--- src/rtl/branch_scheduler.sv ---
// Reservation station for the branch unit: holds ops until their operands resolve off the
// result bus, issues the oldest ready op, registers the result and flags mispredictions.
module branch_scheduler #(
  parameter int XLEN  = 32,
  parameter int DEPTH = 4,
  parameter int TAG_W = 6
) (
  input  logic             clock,
  input  logic             reset_n,
  input  logic             flush_in,
  input  logic             in_valid,
  output logic             in_ready,
  input  logic [2:0]       in_op,
  input  logic [XLEN-1:0]  in_address,
  input  logic [XLEN-1:0]  in_immediate,
  input  logic [XLEN-1:0]  in_data_1,
  input  logic [XLEN-1:0]  in_data_2,
  input  logic             in_rdy_1,
  input  logic             in_rdy_2,
  input  logic [TAG_W-1:0] in_tag_1,
  input  logic [TAG_W-1:0] in_tag_2,
  input  logic [TAG_W-1:0] in_dst_tag,
  input  logic [XLEN-1:0]  in_pred_target,
  input  logic             cdb_valid,
  input  logic [TAG_W-1:0] cdb_tag,
  input  logic [XLEN-1:0]  cdb_data,
  output logic [2:0]       ex_op,
  output logic [XLEN-1:0]  ex_address,
  output logic [XLEN-1:0]  ex_immediate,
  output logic [XLEN-1:0]  ex_data_1,
  output logic [XLEN-1:0]  ex_data_2,
  input  logic [XLEN-1:0]  ex_jump_result,
  input  logic [XLEN-1:0]  ex_store_result,
  output logic             rb_req,
  input  logic             rb_grant,
  output logic [TAG_W-1:0] rb_tag,
  output logic [XLEN-1:0]  rb_data,
  output logic             rb_writes,
  output logic             redirect,
  output logic [XLEN-1:0]  redirect_address
);
  localparam int IW = $clog2(DEPTH);
  localparam int AW = IW + 1;

  logic [DEPTH-1:0] e_vld, e_r1, e_r2, snoop1, snoop2;
  logic [2:0]       e_op   [DEPTH];
  logic [XLEN-1:0]  e_pc   [DEPTH];
  logic [XLEN-1:0]  e_imm  [DEPTH];
  logic [XLEN-1:0]  e_d1   [DEPTH];
  logic [XLEN-1:0]  e_d2   [DEPTH];
  logic [XLEN-1:0]  e_pred [DEPTH];
  logic [TAG_W-1:0] e_t1   [DEPTH];
  logic [TAG_W-1:0] e_t2   [DEPTH];
  logic [TAG_W-1:0] e_dst  [DEPTH];
  logic [AW-1:0]    e_age  [DEPTH];
  logic [AW-1:0]    alloc_cnt;

  logic             slot_full_p1, slot_writes_p1;
  logic [TAG_W-1:0] slot_tag_p1;
  logic [XLEN-1:0]  slot_data_p1, slot_jump_p1, slot_pred_p1;
  logic             redirect_p2;
  logic [XLEN-1:0]  redirect_addr_p2;

  logic             free_any, sel_any;
  logic [IW-1:0]    free_idx, sel_idx;
  logic [AW-1:0]    best_dist;
  logic             slot_grant, mispredict, sel_en, issue, alloc;
  logic             snoop1_in, snoop2_in;

  // Allocations since the stamp was taken; the counter is one bit wider than the index,
  // so live entries always sit within DEPTH of it even after wrap-around.
  function automatic logic [AW-1:0] age_dist(input logic [AW-1:0] cnt, input logic [AW-1:0] stamp);
    return cnt - stamp;
  endfunction

  always_comb begin
    free_any = 1'b0;
    free_idx = '0;
    for (int i = DEPTH-1; i >= 0; i--) begin
      if (!e_vld[i]) begin
        free_any = 1'b1;
        free_idx = IW'(i);
      end
    end
  end

  always_comb begin
    sel_any   = 1'b0;
    sel_idx   = '0;
    best_dist = '0;
    for (int i = 0; i < DEPTH; i++) begin
      if (e_vld[i] && e_r1[i] && e_r2[i] &&
          (!sel_any || age_dist(alloc_cnt, e_age[i]) > best_dist)) begin
        sel_any   = 1'b1;
        sel_idx   = IW'(i);
        best_dist = age_dist(alloc_cnt, e_age[i]);
      end
    end
  end

  always_comb begin
    snoop1 = '0;
    snoop2 = '0;
    for (int i = 0; i < DEPTH; i++) begin
      snoop1[i] = e_vld[i] & ~e_r1[i] & cdb_valid & (cdb_tag == e_t1[i]);
      snoop2[i] = e_vld[i] & ~e_r2[i] & cdb_valid & (cdb_tag == e_t2[i]);
    end
  end

  assign snoop1_in  = ~in_rdy_1 & cdb_valid & (cdb_tag == in_tag_1);
  assign snoop2_in  = ~in_rdy_2 & cdb_valid & (cdb_tag == in_tag_2);
  assign slot_grant = slot_full_p1 & rb_grant & ~flush_in;
  assign mispredict = slot_grant & (slot_jump_p1 != slot_pred_p1);
  assign sel_en     = ~slot_full_p1 | slot_grant;
  assign issue      = sel_any & sel_en & ~flush_in & ~mispredict;
  assign alloc      = in_valid & free_any & ~flush_in & ~mispredict;
  assign in_ready   = free_any;

  always_comb begin
    ex_op        = '0;
    ex_address   = '0;
    ex_immediate = '0;
    ex_data_1    = '0;
    ex_data_2    = '0;
    if (sel_any && sel_en) begin
      ex_op        = e_op[sel_idx];
      ex_address   = e_pc[sel_idx];
      ex_immediate = e_imm[sel_idx];
      ex_data_1    = e_d1[sel_idx];
      ex_data_2    = e_d2[sel_idx];
    end
  end

  // p0 -> p1: entry bookkeeping and output slot capture
  always_ff @(posedge clock) begin
    if (!reset_n) begin
      e_vld            <= '0;
      e_r1             <= '0;
      e_r2             <= '0;
      alloc_cnt        <= '0;
      slot_full_p1     <= 1'b0;
      slot_writes_p1   <= 1'b0;
      slot_tag_p1      <= '0;
      slot_data_p1     <= '0;
      slot_jump_p1     <= '0;
      slot_pred_p1     <= '0;
      redirect_p2      <= 1'b0;
      redirect_addr_p2 <= '0;
    end else begin
      redirect_p2 <= mispredict;
      if (mispredict) redirect_addr_p2 <= slot_jump_p1;
      e_r1 <= e_r1 | snoop1;
      e_r2 <= e_r2 | snoop2;
      if (alloc) begin
        e_vld[free_idx] <= 1'b1;
        e_r1[free_idx]  <= in_rdy_1 | snoop1_in;
        e_r2[free_idx]  <= in_rdy_2 | snoop2_in;
        alloc_cnt       <= alloc_cnt + AW'(1);
      end
      if (issue) begin
        e_vld[sel_idx] <= 1'b0;
        slot_full_p1   <= 1'b1;
        slot_writes_p1 <= (e_op[sel_idx] < 3'd2);
        slot_tag_p1    <= e_dst[sel_idx];
        slot_data_p1   <= (e_op[sel_idx] < 3'd2) ? ex_store_result : '0;
        slot_jump_p1   <= ex_jump_result;
        slot_pred_p1   <= e_pred[sel_idx];
      end else if (slot_grant) begin
        slot_full_p1 <= 1'b0;
      end
      if (flush_in || mispredict) begin
        e_vld        <= '0;
        slot_full_p1 <= 1'b0;
      end
    end
  end

  always_ff @(posedge clock) begin
    for (int i = 0; i < DEPTH; i++) begin
      if (snoop1[i]) e_d1[i] <= cdb_data;
      if (snoop2[i]) e_d2[i] <= cdb_data;
    end
    if (alloc) begin
      e_op[free_idx]   <= in_op;
      e_pc[free_idx]   <= in_address;
      e_imm[free_idx]  <= in_immediate;
      e_d1[free_idx]   <= snoop1_in ? cdb_data : in_data_1;
      e_d2[free_idx]   <= snoop2_in ? cdb_data : in_data_2;
      e_t1[free_idx]   <= in_tag_1;
      e_t2[free_idx]   <= in_tag_2;
      e_dst[free_idx]  <= in_dst_tag;
      e_pred[free_idx] <= in_pred_target;
      e_age[free_idx]  <= alloc_cnt;
    end
  end

  assign rb_req           = slot_full_p1;
  assign rb_tag           = slot_tag_p1;
  assign rb_data          = slot_data_p1;
  assign rb_writes        = slot_writes_p1;
  assign redirect         = redirect_p2;
  assign redirect_address = redirect_addr_p2;
endmodule

--- config.mk ---
export PLATFORM = sky130hd
export DESIGN_NAME = branch_scheduler
export DESIGN_NICKNAME = d
export VERILOG_FILES = /design/src/rtl/branch_scheduler.sv
export SDC_FILE = /design/constraint.sdc
export NUM_CORES = 1
export LEC_CHECK = 0
export ABC_AREA = 1
export CAP_MARGIN = 20
export CORE_UTILIZATION = 59
export DETAILED_ROUTE_END_ITERATION = 10
export PLACE_DENSITY = 0.85
export SLEW_MARGIN = 5
export SYNTH_ARGS = -nofsm -noshare
export SYNTH_HDL_FRONTEND = slang
export SYNTH_SLANG_ARGS = --single-unit
--- constraint.sdc ---
create_clock -name clock -period 8.6 [get_ports clock]
set_clock_uncertainty 0.05 [all_clocks]
set_input_delay 1.72 -clock clock [delete_from_list [all_inputs] [get_ports clock]]
set_output_delay 1.72 -clock clock [all_outputs]
set_load 0.03 [all_outputs]
==> images/port_trees.png <==
Scale: 1 px per um.
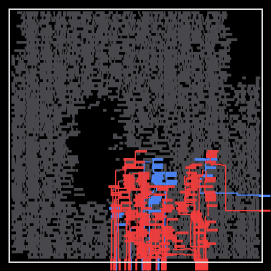
red -> in_pred_target  # bits 32, direction input, edge 31 bottom, 1 right, end cells 128, buffers 32, wire 2720 um
blue -> in_dst_tag  # bits 6, direction input, edge 5 bottom, 1 right, end cells 24, buffers 6, wire 601 um

==> images/m4.png <==
Scale: 1.5 px per um. Supply wires on this layer in gray.
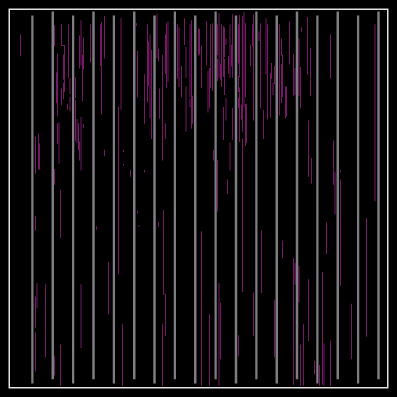
main direction = vertical
wire length on this layer = 5270 um
longest straight run = 118 um
vias: 28400
DRT Wirelength: 108000 um

==> flow report <==
================================================================================
DR pass1 iterations                                                            8
Die outline width                                                         251 um
Final Power                                                              8.98 mW
Total buffers and inverters traversed by the critical path                     7
Clock transition at path regs                                              70 ps
Critical Path Sink Type                                              output port
Area-dominant cell class after layout                               sequential cells
Start-to-end type of the worst setup path                                reg2out
Total clock buffers created by CTS                                            87
Launch point of the worst reg-to-reg path                           alloc_cnt[0]
Most used standard cell by instance count after synthesis           sky130_fd_sc_hd__edfxtp_1
Post-synth design cell area                                           36700 um^2
Kind of cell adding the most delay to the critical path             simple AND/OR/NAND/NOR gates
Clk power                                                                3.83 mW
# Max-Cap Violations                                                           0
Insertion Delay late pin                                                  660 ps
Post-detailed-route DRC marker count                                           0
Global placement routability congestion                                    0.944
Comb. pwr                                                               0.420 mW
Total inserted antenna cells                                                  18
Fraction of registers with async set/reset                                     0
Number of warnings printed during yosys synthesis                              0
Share of total power in sequential cells                                   0.527
Height of the die                                                         251 um
Placed Cells                                                                4364
Global-route met1 utilization                                              0.404
Total of clock buffers placed in the layout                                  112
TritonCTS clock tree                                                         yes
Setup Buffers After CTS                                                        0
Resized Gates After CTS                                                       38
Endpoints failing hold                                                         0
Starting DRC count in detailed routing                                      3919
Internal power component                                                 7.07 mW
Amount of wire on met3 after detailed routing                           13400 um
Reg-to-reg setup timing slack                                            2400 ps
Leakage dissipation                                                      16.8 nW
Chip area                                                             63200 um^2
Net switching fraction of the power                                        0.213
Outcome                                                                completed
Fraction of post-synthesis cell area in the top cell type by area          0.602
Placeable Area                                                        61600 um^2
Number of synthesized flops with an enable pin                               736
Pins Over Slew Limit                                                           0
Antenna-violating nets left                                                    0
Hold path start                                                      rb_data[28]
Power per cell area                                                  198 nW/um^2
Flip-flop and latch count                                                    888
Syn_area_per_cell                                                      11.5 um^2
Worst min-delay path category                                            reg2reg
Non-clock buffers                                                            556
Biggest cell delay along the critical path                                370 ps
IO buf count                                                                 495
Net switching power figure                                               1.91 mW
Wire length the detailed router placed on met1                          38400 um
Worst path slowest cell                                             sky130_fd_sc_hd__fa_1
Metal2 WL                                                               50900 um
================================================================================
==> images/clock_wires.png <==
Scale: 1.5 px per um.
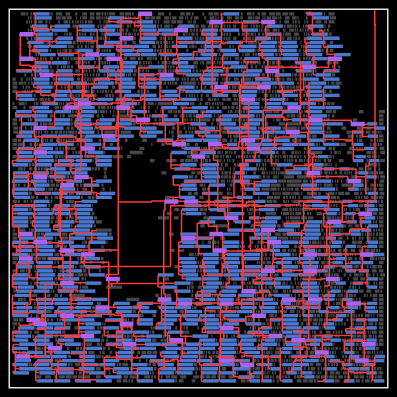
purple -> clock-net drivers  # count 87
red -> clock wires  # length 9500 um
blue -> flip-flops  # count 888
routed clock nets = 88

==> images/congestion_map.png <==
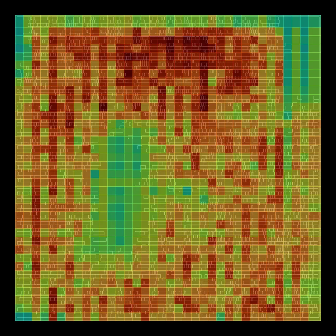
Most Used Layer, Global Route: met2
met2 layer usage reported by global route: 0.532
M3 GR Usage: 0.0932
global routing usage summed across all routing layers: 0.329

Power figures rest on the tool's default switching activity, not on a simulated workload.
